**src/rtl/sensor_poll_controller.sv**
```systemverilog
// Polls a single-wire humidity/temperature decoder for two requesters.
// Requests are served round-robin, starts are spaced by MIN_GAP cycles, and failed attempts are retried.
// Ports: clock/reset; req/grant/done/ok/fail_code to the requesters; hum_*/temp_* hold the last good
//        frame; busy; dec_* drive and observe the decoder.
module sensor_poll_controller #(
  parameter int MIN_GAP       = 100_000_000,
  parameter int TXN_TIMEOUT   = 10_000_000,
  parameter int START_TIMEOUT = 1_000,
  parameter int MAX_RETRY     = 2
) (
  input  logic       clock,
  input  logic       reset,
  input  logic [1:0] req,
  output logic [1:0] grant,
  output logic [1:0] done,
  output logic       ok,
  output logic [1:0] fail_code,
  output logic [7:0] hum_int,
  output logic [7:0] hum_float,
  output logic [7:0] temp_int,
  output logic [7:0] temp_float,
  output logic       busy,
  output logic       dec_enable,
  output logic       dec_reset,
  input  logic       dec_hold,
  input  logic       dec_error,
  input  logic [7:0] dec_hum_int,
  input  logic [7:0] dec_hum_float,
  input  logic [7:0] dec_temp_int,
  input  logic [7:0] dec_temp_float,
  input  logic [7:0] dec_checksum
);

  localparam int GW = $clog2(MIN_GAP + 1);
  localparam int TW = $clog2(TXN_TIMEOUT + 1);
  localparam int RW = (MAX_RETRY < 1) ? 1 : $clog2(MAX_RETRY + 1);

  localparam logic [GW-1:0] GAP_MAX = GW'(MIN_GAP);
  // The start decision is taken in GAP_WAIT, START follows one cycle later, and the
  // counter restarts the cycle after START; leaving two counts early places successive
  // start pulses exactly MIN_GAP cycles apart. Assumes MIN_GAP >= 2.
  localparam logic [GW-1:0] GAP_LAST = GW'(MIN_GAP - 2);
  // The attempt timer reads 0 in the cycle after START, so it lags elapsed cycles by one.
  localparam logic [TW-1:0] TMR_MAX    = TW'(TXN_TIMEOUT);
  localparam logic [TW-1:0] START_LAST = TW'(START_TIMEOUT - 1);
  localparam logic [TW-1:0] TXN_LAST   = TW'(TXN_TIMEOUT - 1);
  localparam logic [RW-1:0] RETRY_MAX  = RW'(MAX_RETRY);

  localparam logic [1:0] FC_NONE    = 2'd0;
  localparam logic [1:0] FC_NORESP  = 2'd1;
  localparam logic [1:0] FC_TIMEOUT = 2'd2;
  localparam logic [1:0] FC_BAD     = 2'd3;

  typedef enum logic [2:0] {
    IDLE, GAP_WAIT, START, WAIT_BUSY, WAIT_DONE, CHECK, RESPOND
  } state_t;

  state_t          state, state_nxt;
  logic [GW-1:0]   gap_cnt;
  logic [TW-1:0]   attempt_tmr;
  logic [RW-1:0]   retry_cnt;
  logic            rr_prio;        // requester that wins a tie
  logic            fail_now;
  logic [1:0]      fail_cause;
  logic            retry_left;
  logic [1:0]      winner;

  logic            fr_err;
  logic [7:0]      fr_hi, fr_hf, fr_ti, fr_tf, fr_ck;
  logic [9:0]      fr_sum;
  logic            frame_good;

  assign fr_sum = {2'b00, fr_hi} + {2'b00, fr_hf} + {2'b00, fr_ti} + {2'b00, fr_tf};
  assign frame_good = !fr_err
                    && ((fr_sum & 10'h0FF) == {2'b00, fr_ck})
                    && (|{fr_hi, fr_hf, fr_ti, fr_tf, fr_ck});

  assign retry_left = (retry_cnt < RETRY_MAX);

  always_comb begin
    winner = 2'b00;
    if (req == 2'b11) winner = rr_prio ? 2'b10 : 2'b01;
    else              winner = req;
  end

  always_comb begin
    state_nxt  = state;
    fail_now   = 1'b0;
    fail_cause = FC_NONE;
    case (state)
      IDLE:      if (|req) state_nxt = GAP_WAIT;
      GAP_WAIT:  if (gap_cnt >= GAP_LAST) state_nxt = START;
      START:     state_nxt = WAIT_BUSY;
      WAIT_BUSY: begin
        if (dec_hold) state_nxt = WAIT_DONE;
        else if (attempt_tmr >= START_LAST) begin
          fail_now   = 1'b1;
          fail_cause = FC_NORESP;
        end
      end
      WAIT_DONE: begin
        if (!dec_hold) state_nxt = CHECK;
        else if (attempt_tmr >= TXN_LAST) begin
          fail_now   = 1'b1;
          fail_cause = FC_TIMEOUT;
        end
      end
      CHECK: begin
        if (frame_good) state_nxt = RESPOND;
        else begin
          fail_now   = 1'b1;
          fail_cause = FC_BAD;
        end
      end
      RESPOND:   state_nxt = IDLE;
      default:   state_nxt = IDLE;
    endcase
    if (fail_now) state_nxt = retry_left ? GAP_WAIT : RESPOND;
  end

  always_ff @(posedge clock) begin
    if (reset) begin
      state       <= IDLE;
      gap_cnt     <= GAP_MAX;
      attempt_tmr <= '0;
      retry_cnt   <= '0;
      rr_prio     <= 1'b0;
      grant       <= 2'b00;
      ok          <= 1'b0;
      fail_code   <= FC_NONE;
      hum_int     <= '0;
      hum_float   <= '0;
      temp_int    <= '0;
      temp_float  <= '0;
      fr_err      <= 1'b0;
      fr_hi       <= '0;
      fr_hf       <= '0;
      fr_ti       <= '0;
      fr_tf       <= '0;
      fr_ck       <= '0;
    end else begin
      state <= state_nxt;

      if (state == START)        gap_cnt <= '0;
      else if (gap_cnt != GAP_MAX) gap_cnt <= gap_cnt + GW'(1);

      if (state == START)            attempt_tmr <= '0;
      else if (attempt_tmr != TMR_MAX) attempt_tmr <= attempt_tmr + TW'(1);

      if (state == IDLE && (|req)) begin
        grant   <= winner;
        rr_prio <= ~winner[1];
      end

      if (state == WAIT_DONE && !dec_hold) begin
        fr_err <= dec_error;
        fr_hi  <= dec_hum_int;
        fr_hf  <= dec_hum_float;
        fr_ti  <= dec_temp_int;
        fr_tf  <= dec_temp_float;
        fr_ck  <= dec_checksum;
      end

      if (state == CHECK && frame_good) begin
        hum_int    <= fr_hi;
        hum_float  <= fr_hf;
        temp_int   <= fr_ti;
        temp_float <= fr_tf;
        ok         <= 1'b1;
        fail_code  <= FC_NONE;
      end

      if (fail_now) begin
        if (retry_left) retry_cnt <= retry_cnt + RW'(1);
        else begin
          ok        <= 1'b0;
          fail_code <= fail_cause;
        end
      end

      if (state == RESPOND) begin
        grant     <= 2'b00;
        retry_cnt <= '0;
      end
    end
  end

  assign done       = (state == RESPOND) ? grant : 2'b00;
  assign busy       = (state != IDLE);
  assign dec_enable = (state != IDLE);
  assign dec_reset  = (state == START);

endmodule

```
**config.mk**
```make
export PLATFORM = sky130hd
export DESIGN_NAME = sensor_poll_controller
export DESIGN_NICKNAME = d
export VERILOG_FILES = /design/src/rtl/sensor_poll_controller.sv
export SDC_FILE = /design/constraint.sdc
export NUM_CORES = 1
export LEC_CHECK = 0
export CORE_UTILIZATION = 57
export CTS_BUF_LIST = sky130_fd_sc_hd__clkbuf_2 sky130_fd_sc_hd__clkbuf_4 sky130_fd_sc_hd__clkbuf_8
export DETAILED_ROUTE_END_ITERATION = 10
export PLACE_DENSITY = 0.87
export SLEW_MARGIN = 20
export SYNTH_ARGS = -nofsm -noshare
export SYNTH_HDL_FRONTEND = slang
export SYNTH_SLANG_ARGS = --single-unit
```
**constraint.sdc**
```tcl
create_clock -name clock -period 5.4 [get_ports clock]
set_input_delay 1.08 -clock clock [delete_from_list [all_inputs] [get_ports clock]]
set_output_delay 1.08 -clock clock [all_outputs]
set_load 0.1 [all_outputs]
```
Run 1, M1 wires:
Supply wires on this layer in gray.
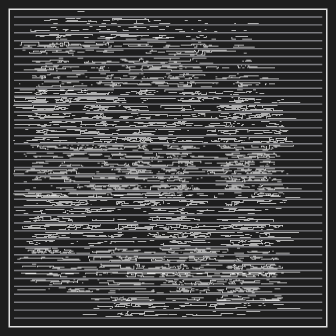
nets with wire on the layer = 832
share of all routed wire = 41%
wire length on this layer = 6350 um
longest straight run = 24.3 um
main direction = horizontal
met1 usage: 0.3219
Vias: 5714
post-detailed-routing wire length: 15390 um

Run 1, the metal 2 layer:
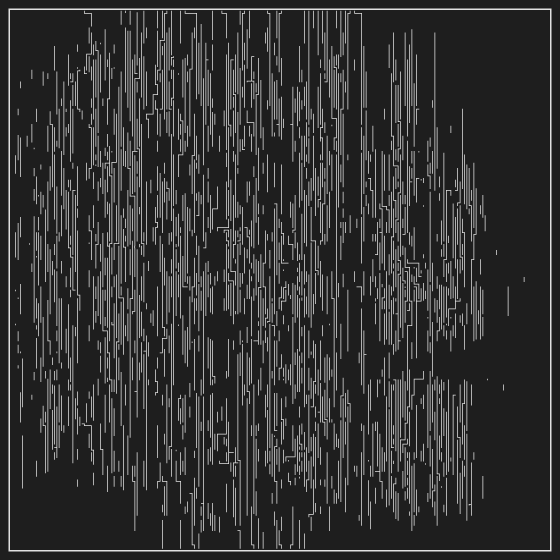
wire length on this layer = 7760 um
share of all routed wire = 50%
nets with wire on the layer = 791
main direction = vertical
longest straight run = 36.7 um

Run 1, M3 wires:
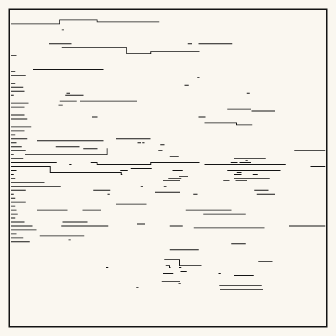
nets with wire on the layer = 96
share of all routed wire = 6.0%
main direction = horizontal

[run 1: cells by family (layout without fill, tap and decap cells)]
group           count (synthesis)  after routing  synth area share
simple gates                  331            331            0.2407
flops                         135            135            0.4183
compound gates                109            109           0.09605
xor+xnor                       63             63           0.08656
buf+inv                        60            151           0.03912
mux                            34             34           0.05267
fa+ha+maj                      26             26           0.06661
[run 1: report_power, final]
group	switching, mW	internal (mW)	total, mW
logic	0.456	0.255	0.711
clock network	0.405	0.363	0.767
registers	0.0984	1.07	1.17
total	0.959	1.69	2.65
[run 1: worst max-delay path: cells and delay by family (launching register included)]
kind,cells,cell delay (ns)
adder cells (fa/ha/maj),4,1.71
AND/OR/NAND/NOR,4,0.88
buffers and inverters,3,0.61
flip-flops,1,0.35
multiplexers,1,0.29
XOR/XNOR,1,0.15
[run 1: area by class of cell]
cell class,instances,area [um^2],share of cell area
clock buffers,17,234.0,0.03016
clock inverters,15,130.1,0.01677
inverters,27,101.3,0.01306
multi-input cells,563,3512,0.4527
flip-flops and latches,135,2703,0.3483
well taps,140,175.2,0.02258
repair buffers,92,903.4,0.1164
[run 1: sequential cells by signal, summed over array words and instances (netlist names)]
signal / cells
fr_ti: 8
gap_cnt: 27
fr_hf: 8
fr_err: 1
fr_tf: 8
ok: 1
temp_float: 8
grant: 2
fail_code: 2
hum_int: 8
attempt_tmr: 24
rr_prio: 1
state: 3
temp_int: 8
retry_cnt: 2
fr_ck: 8
hum_float: 8
fr_hi: 8
[run 1: per-layer routing]
| metal | global-route usage | part of all wire | routed length, um |
|---|---|---|---|
| met1 | 0.3219 | 0.41 | 6350 |
| met2 | 0.4765 | 0.50 | 7764 |
| met3 | 0.06811 | 0.060 | 917 |
| met5 | 0 | 0 | 0 |
| met4 | 0.1293 | 0.023 | 359 |
==> impl_metrics.csv, run 1 <==
group,metric,value,unit
power,total_power,2.645,mW
synthesis,flop_cell,"dfxtp_1",
global_route,antenna_found_initial,0,
setup_path,criticalPathCategory,"reg -> reg",
synthesis,synth_flops,135,
cells_and_area,finalNonFillerCells,989,
global_route,grtUsageTotal,0.2767,
setup_path,slowest_delay,0.54,ns
setup_path,r2r-start,"fr_hi[1]",
synthesis,ys_seq_frac,0.4183,
global_route,grt_max_degree,82,
place,io_buffers,87,
setup_path,crit_top_cell,"fa_1",
die,die_h,108.5,um
cells_and_area,final_nets,908,
clock_network,cts_setup_buffers,0,
timing,fin_ws,1.233,ns
setup_path,startpoint_type,"flop",
route,drc,0,
clock_network,cts_tree,"yes",
timing,finalCritPeriodShare,0.7717,
outcome,outcome,"complete, no violations",
synthesis,yosysCellCount,758,
global_route,grt_pass1_vias,5525,
setup_path,worstPathCellList,"fa_1 > inv_1 > fa_1 > inv_1 > ha_1 > fa_1 > xor2_1 > nor4_1 > nand4_1 > nor4_4 > buf_4 > mux2i_1 > nor2_1",
timing,tns,0,ns
place,place_ws,1.264,ns
setup_path,crit_end,"temp_int[6]",
synthesis,ys_warn_count,0,
cells_and_area,layout_top_cell,"dfxtp_1",
synthesis,syn_area,0.006461,mm^2
place,dp.cells,957,
timing,finalCriticalPeriod,4.167,ns
clock_network,insertion_delay,0.46,ns
synthesis,synth_top_area_share,0.4183,
==> inputs of run 2 (changes only) <==
Settings changed: CORE_UTILIZATION 57 to 51, PLACE_DENSITY 0.87 to 0.83.
Clock period 5.4 ns to 3.45 ns, I/O delays scaled along.
Run 2, the clock network:
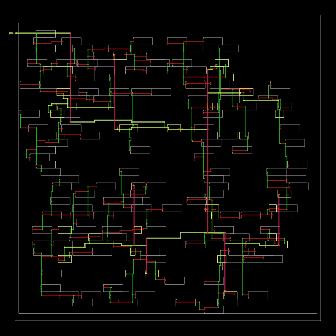
Sinks on Clock Net: 135
CTS Buf Count: 17
# clk buffers: 20
Clk. pwr: 1.30 mW
clock skew: 0.009822 ns

==> run 2 against run 1 <==
  * The flow now finishes with violations (negative setup slack)
  * Global-route usage fell by 1.2 points
  * Fmax is 8.7% higher
  * Synthesized area unchanged
  * First-iteration DRC count increased by 57%
  * Die area increased by 12%
  * Clock power increased by 69%
==> impl_metrics.csv, run 2 <==
group,metric,value,unit
synthesis,ys_warn_count,0,
cells_and_area,sh_seq_area,0.3245,
cells_and_area,bufAreaShareNonClock,0.1498,
setup_path,startpoint_type,"flop",
die,die_h,114.6,um
route,dr_wl_met3,963,um
cells_and_area,layout.area.top_class,"combinational gates",
timing,finalCritPeriodShare,1.111,
synthesis,synth_flops,135,
outcome,failed_checks,"negative setup slack",
global_route,gr-usage-met1,0.3403,
cells_and_area,layout_top_cell,"dfxtp_1",
synthesis,synth_top_area_share,0.4183,
global_route,grt_use_met2,0.4234,
clock_network,insertion_delay,0.47,ns
route,met1Wirelength,7373,um
route,wl_met2,7952,um
cells_and_area,finalNonFillerCells,1053,
outcome,outcome,"finished with violations",
timing,setup_viol,40,
cells_and_area,seq_cell_count,135,
place,dp.cells,1013,
global_route,antenna_found_initial,0,
cells_and_area,final_nets,945,
cells_and_area,comb_share,0.4418,
timing,fin_ws,-0.3843,ns
cells_and_area,multi_input_comb_cells,563,
cells_and_area,final-comb-area,0.003682,mm^2
Run 2, the metal 2 layer:
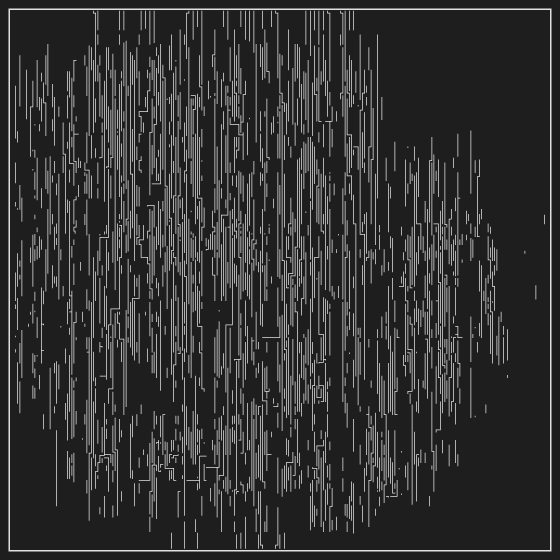
main direction = vertical
longest straight run = 42.5 um
nets with wire on the layer = 797

## run 2: cell counts after synthesis
No cell type changed its count.
## run 2: logic make-up after synthesis
kind of cell    count (synthesis)  synth area share
xor+xnor                       63           0.08656
buf+inv                        60           0.03912
simple gates                  331            0.2407
compound gates                109           0.09605
flops                         135            0.4183
fa+ha+maj                      26           0.06661
mux                            34           0.05267
## run 2: timing repair
item | CTS | global route
buffers inserted | 4 | 6
resized | 21 | 15
pin swaps | 9 | 15
setup endpoints to repair | 40 | 40
cloned | 2 | 2
## run 2: critical path: stages (launching register included)
cell and delay [ns]:
dfxtp_2 0.33, fa_1 0.55, inv_2 0.04, fa_1 0.46
inv_1 0.05, ha_2 0.19, fa_2 0.38, and3_4 0.17
o21ai_1 0.11, and4b_2 0.26, nand4_1 0.18, nor4_4 0.32
buf_6 0.20, buf_12 0.15, mux2i_4 0.22, nor2_1 0.06
## run 2: worst max-delay path by stage
stage | startpoint | end | slack [ns] | depth (start not counted)
3_3_place_gp | fr_hi[1] | temp_float[5] | -0.16 | 13
5_1_grt | fr_ti[1] | hum_float[3] | -0.53 | 15
2_1_floorplan | fr_hi[1] | hum_float[0] | -0.20 | 13
6_report | fr_ti[1] | temp_int[6] | -0.38 | 15
4_1_cts | fr_hi[1] | temp_int[6] | -0.30 | 14
3_5_place_dp | fr_hi[1] | temp_float[7] | -0.25 | 13
## run 2: report_power, final
| part | leakage [nW] | internal [mW] | switching, mW |
|---|---|---|---|
| Sequential | 1.09 | 1.67 | 0.151 |
| Combinational | 1.79 | 0.484 | 0.776 |
| Clock | 0.196 | 0.674 | 0.626 |
Power figures rest on the tool's default switching activity, not on a simulated workload.
